**src/rtl/c7bicu_fetch_resp_pkg.sv**
```systemverilog
// rtl/c7bicu_fetch_resp_pkg.sv - shared state encoding, line constants and word-select helper for the fetch responder
package c7bicu_fetch_resp_pkg;

  localparam logic [1:0] ST_IDLE = 2'd0;
  localparam logic [1:0] ST_BUS  = 2'd1;
  localparam logic [1:0] ST_WAIT = 2'd2;
  localparam logic [1:0] ST_RESP = 2'd3;

  typedef enum logic [1:0] {
    S_IDLE = ST_IDLE,
    S_BUS  = ST_BUS,
    S_WAIT = ST_WAIT,
    S_RESP = ST_RESP
  } state_e;

  localparam int          LINE_W       = 64;
  localparam logic [31:0] NOP_INST_DEF = 32'h03400000;

  // A line holds two instructions; address bit 2 picks the upper one.
  function automatic logic [31:0] sel_word(input logic [LINE_W-1:0] line, input logic hi);
    return hi ? line[LINE_W-1:32] : line[31:0];
  endfunction

endpackage

```
**src/rtl/c7bicu_linebuf.sv**
```systemverilog
// rtl/c7bicu_linebuf.sv - single-line instruction buffer with tag compare and word select
module c7bicu_linebuf
  import c7bicu_fetch_resp_pkg::*;
#(
  parameter int TAG_W = 29
) (
  input  logic              clk,
  input  logic              resetn,
  input  logic              inv,
  input  logic              fill_start,
  input  logic              fill_en,
  input  logic              fill_err,
  input  logic [TAG_W-1:0]  fill_tag,
  input  logic [LINE_W-1:0] fill_data,
  input  logic [TAG_W-1:0]  lookup_tag,
  input  logic              lookup_hi,
  output logic              hit,
  output logic [31:0]       hit_word
);

  logic              valid_q;
  logic              kill_q;
  logic [TAG_W-1:0]  tag_q;
  logic [LINE_W-1:0] data_q;

  // kill_q remembers an invalidate seen after the current miss left for the bus,
  // so that stale data returning later never becomes valid.
  always_ff @(posedge clk) begin
    if (!resetn) begin
      valid_q <= 1'b0;
      kill_q  <= 1'b0;
      tag_q   <= '0;
      data_q  <= '0;
    end else begin
      if (fill_start) kill_q <= 1'b0;
      if (inv)        kill_q <= 1'b1;
      if (inv || (fill_en && fill_err)) begin
        valid_q <= 1'b0;
      end else if (fill_en && !kill_q) begin
        valid_q <= 1'b1;
        tag_q   <= fill_tag;
        data_q  <= fill_data;
      end
    end
  end

  assign hit      = valid_q && (tag_q == lookup_tag);
  assign hit_word = sel_word(data_q, lookup_hi);

endmodule

```
**src/rtl/c7bicu_fetch_resp.sv**
```systemverilog
// rtl/c7bicu_fetch_resp.sv - IFU fetch responder issuing one instruction-memory read per request
// Optional one-line buffer compiled in with C7BICU_LINEBUF_EN.
module c7bicu_fetch_resp
  import c7bicu_fetch_resp_pkg::*;
#(
  parameter int          ADDR_W   = 32,
  parameter logic [31:0] NOP_INST = NOP_INST_DEF
) (
  input  logic              clk,
  input  logic              resetn,
  input  logic              ifu_icu_req_ic1,
  input  logic [ADDR_W-1:0] ifu_icu_addr_ic1,
  output logic              icu_ifu_ack_ic1,
  output logic              icu_ifu_data_valid_ic2,
  output logic [31:0]       icu_ifu_data_ic2,
  output logic              icu_ifu_err_ic2,
  output logic              icu_mem_req,
  output logic [ADDR_W-1:0] icu_mem_addr,
  input  logic              mem_icu_gnt,
  input  logic              mem_icu_rvalid,
  input  logic [63:0]       mem_icu_rdata,
  input  logic              mem_icu_rerr,
  input  logic              icu_inv
);

  state_e            state_q, state_d;
  logic [ADDR_W-1:2] addr_q;
  logic [31:0]       data_q;
  logic              err_q;
  logic              ack;
  logic              capture;
  logic              hit_take;
  logic [31:0]       hit_word;
  logic [31:0]       cap_word;

  assign ack     = ifu_icu_req_ic1 & (state_q == S_IDLE) & resetn;
  // A grant and read data may arrive together, so BUS can capture directly.
  assign capture = mem_icu_rvalid & (((state_q == S_BUS) & mem_icu_gnt) | (state_q == S_WAIT));
  assign cap_word = mem_icu_rerr ? NOP_INST : sel_word(mem_icu_rdata, addr_q[2]);

`ifdef C7BICU_LINEBUF_EN
  logic lb_hit;

  // An invalidate in the ack cycle beats a hit and sends the fetch to the bus.
  assign hit_take = ack & lb_hit & ~icu_inv;

  c7bicu_linebuf #(
    .TAG_W(ADDR_W-3)
  ) u_linebuf (
    .clk        (clk),
    .resetn     (resetn),
    .inv        (icu_inv),
    .fill_start (ack & ~hit_take),
    .fill_en    (capture),
    .fill_err   (mem_icu_rerr),
    .fill_tag   (addr_q[ADDR_W-1:3]),
    .fill_data  (mem_icu_rdata),
    .lookup_tag (ifu_icu_addr_ic1[ADDR_W-1:3]),
    .lookup_hi  (ifu_icu_addr_ic1[2]),
    .hit        (lb_hit),
    .hit_word   (hit_word)
  );
`else
  logic unused_inv;

  assign hit_take   = 1'b0;
  assign hit_word   = '0;
  assign unused_inv = icu_inv;
`endif

  logic unused_addr_lsb;
  assign unused_addr_lsb = ^ifu_icu_addr_ic1[1:0];

  always_ff @(posedge clk) begin
    if (!resetn) begin
      state_q <= S_IDLE;
      addr_q  <= '0;
      data_q  <= '0;
      err_q   <= 1'b0;
    end else begin
      state_q <= state_d;
      if (ack) addr_q <= ifu_icu_addr_ic1[ADDR_W-1:2];
      if (hit_take) begin
        data_q <= hit_word;
        err_q  <= 1'b0;
      end else if (capture) begin
        data_q <= cap_word;
        err_q  <= mem_icu_rerr;
      end
    end
  end

  always_comb begin
    state_d                = state_q;
    icu_mem_req            = 1'b0;
    icu_ifu_data_valid_ic2 = 1'b0;
    case (state_q)
      S_IDLE: if (ack) state_d = hit_take ? S_RESP : S_BUS;
      S_BUS: begin
        icu_mem_req = 1'b1;
        if (mem_icu_gnt) state_d = mem_icu_rvalid ? S_RESP : S_WAIT;
      end
      S_WAIT: if (mem_icu_rvalid) state_d = S_RESP;
      S_RESP: begin
        icu_ifu_data_valid_ic2 = 1'b1;
        state_d                = S_IDLE;
      end
      default: state_d = S_IDLE;
    endcase
  end

  assign icu_ifu_ack_ic1  = ack;
  assign icu_mem_addr     = {addr_q[ADDR_W-1:3], 3'b000};
  assign icu_ifu_data_ic2 = data_q;
  assign icu_ifu_err_ic2  = err_q;

endmodule

```
**config.mk**
```make
export PLATFORM = sky130hd
export DESIGN_NAME = c7bicu_fetch_resp
export DESIGN_NICKNAME = d
export VERILOG_FILES = /design/src/rtl/c7bicu_fetch_resp_pkg.sv /design/src/rtl/c7bicu_linebuf.sv /design/src/rtl/c7bicu_fetch_resp.sv
export SDC_FILE = /design/constraint.sdc
export NUM_CORES = 1
export LEC_CHECK = 0
export CORE_MARGIN = 2
export CORE_UTILIZATION = 42
export CTS_CLUSTER_DIAMETER = 200
export DETAILED_ROUTE_END_ITERATION = 10
export PLACE_DENSITY = 0.95
export SLEW_MARGIN = 20
export SYNTH_ARGS = -nofsm -noshare
export SYNTH_HDL_FRONTEND = slang
export SYNTH_SLANG_ARGS = --single-unit
```
**constraint.sdc**
```tcl
create_clock -name clk -period 5 [get_ports clk]
set_input_delay 1 -clock clk [delete_from_list [all_inputs] [get_ports clk]]
set_output_delay 1 -clock clk [all_outputs]
set_load 0.01 [all_outputs]
```
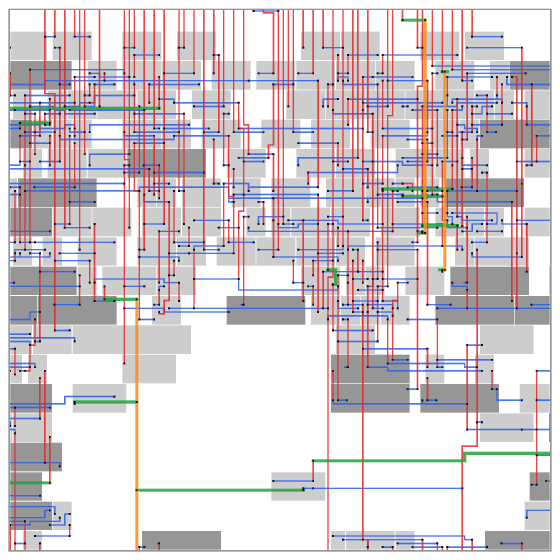
*Close-up of the layout*
Region (20, 39) to (70, 89) um. Cells in gray, sequential cells in the stronger gray; small squares are vias.
Blue marks M1. Green marks M3. Red marks M2. Orange marks M4.
140 logic cells have their middle in the window. Netlist names of flops here include `icu_ifu_data_ic2` (19), `addr_q` (1). Sequential cells in the window: 20. Most frequent: clkdlybuf4s50_1 (48), dfxtp_1 (20), o21ai_0 (18).

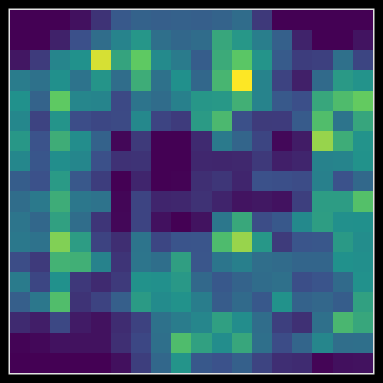
*Wire density map*
(4 px per um) 18 x 18 tiles, from dark purple (low) to yellow (high), scaled to the fullest tile. Values are wire area over tile area, all layers added.
The densest ninth of the die: top center. 9.3% of the tiles are nearly empty. 21% of the tiles are over half the peak.

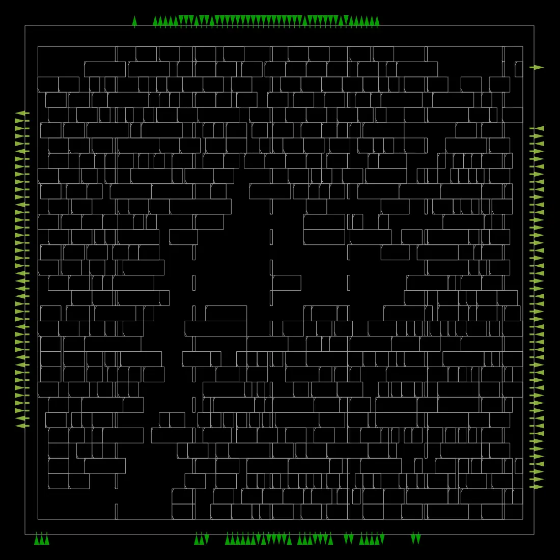
*Cell outlines without signal wires*
CORE AREA: 0.00729 mm^2
Layout Utilization: 66.0%
filler cell count: 605

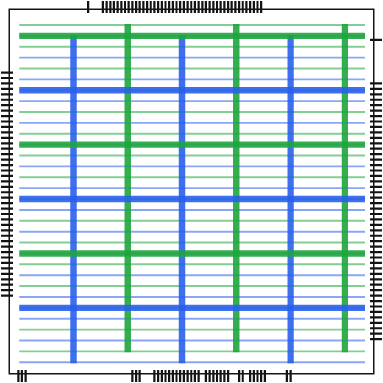
*Power grid*
(4 px per um) Pins as bars on the die edge.
Blue marks VSS. Green marks VDD.
171 signal pins sit on the boundary. 6 straps on met5. The core has 31 rows. 6 straps on met4.

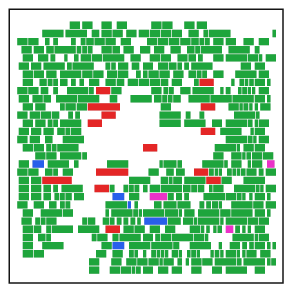
*Cell sizes after repair*
(3 px per um)
Blue marks x2, cells 5. Magenta marks x3 and x4, cells 3. Red marks x6 and larger, cells 14. Green marks x1 and smaller, cells 475.

==> deck_impl_summary.md <==
Implementation Results

Final timing
  • Measured slew at the worst slew-check pin: 0.994 ns
  • Final setup vio count: 0
  • Setup TNS: 0 ns

Synthesis
  • Chip Area, Yosys: 0.00316 mm^2
  • Mean area per synthesized cell: 8.41 um^2
  • Post-synth top area share: 41.1%
  • YS warnings: 0
  • Post-synth EDFFs: 0

Cells and area
  • Layout cells sized above 1: 4.43%
  • Multi-input gates: 245
  • Most numerous logic cell after layout: clkdlybuf4s50_1
  • Most frequent logic cells in the routed design: clkdlybuf4s50_1, dfxtp_1, nand2_1, o21ai_0, a21oi_1
  • Layout inverter count without the clock tree: 4
  • Non-CTS buffers: 167
  • Layout area overhead: 52.1%
  • Final Cell Area: 0.00481 mm^2
  • Flop count: 65

Pwr
  • Pwr dens: 384 mW/mm^2
  • Comb group: 0.000676 W
  • Clock group total power: 0.000491 W
  • P_int: 0.00128 W
  • Clock power share: 26.6%

Setup path
  • Setup crit start: resetn
  • CP max FO: 32
  • Reg-to-reg startpoint: addr_q[2]
  • Setup crit end: icu_ifu_ack_ic1
  • Worst EP required: 4.00 ns
  • Startpoint type of the worst setup path: input port
  • Reg2reg end: icu_ifu_data_ic2[24]

Placed design
  • Routability cong.: 0.804
  • Pre-CTS setup slack: 1.44 ns
  • Placed cell count: 579
  • Input/output buffers: 164

Clock tree
  • TritonCTS clock tree: done
  • Clock slew at reported path FFs: 0.07 ns
  • Post-CTS Resized: 0
  • Clk ins delay skew pair: 0.32 ns
  • CTS sink cnt: 65
  • Root Driver: clkbuf_8
  • CTS Buffer Depth: 2

Die
  • Die ar.: 0.00824 mm^2
  • DIE HEIGHT: 90.8 um
  • Cell row count: 31
  • Tap cells: 99

Detailed routing
  • Via density: 5.07
  • Post-Route M1 WL: 3390 um
  • DR WL met3: 629 um
  • Pre-antenna DRT Iters: 5
  • DRT iter0 DRCs: 85

Flow run
  • OpenROAD warning count: 33

Run status
  • Outcome: complete, no violations

Global routing
  • Most Used Layer, Global Route: met2
  • Vias in the first global route: 2924
  • GR Layer Usage met2: 36.9%
  • First-pass GRT wire length: 13900 um

Worst hold path
  • Worst hold endpoint: addr_q[16]
sequential cells by signal, summed over array words and instances (netlist names):
register,count
addr_q,30
icu_ifu_data_ic2,32
icu_ifu_err_ic2,1
state_q,2
critical path: stages:
cell	delay [ns]
clkdlybuf4s50_1	0.46
buf_4	0.31
and3_1	0.24
clkdlybuf4s50_1	0.55
logic make-up (layout without fill, tap and decap cells):
logic type	after synthesis	count (layout)	share of synthesized area, %
AND-OR/OR-AND	100	100	16.4
adder cells (fa/ha/maj)	5	5	1.98
buffers and inverters	68	187	13.1
flip-flops	65	65	41.1
multiplexers	32	32	10.2
other	1	3	0.119
AND/OR/NAND/NOR	105	105	17.0
No activity file was given, so power comes from the tool's default toggle rates.
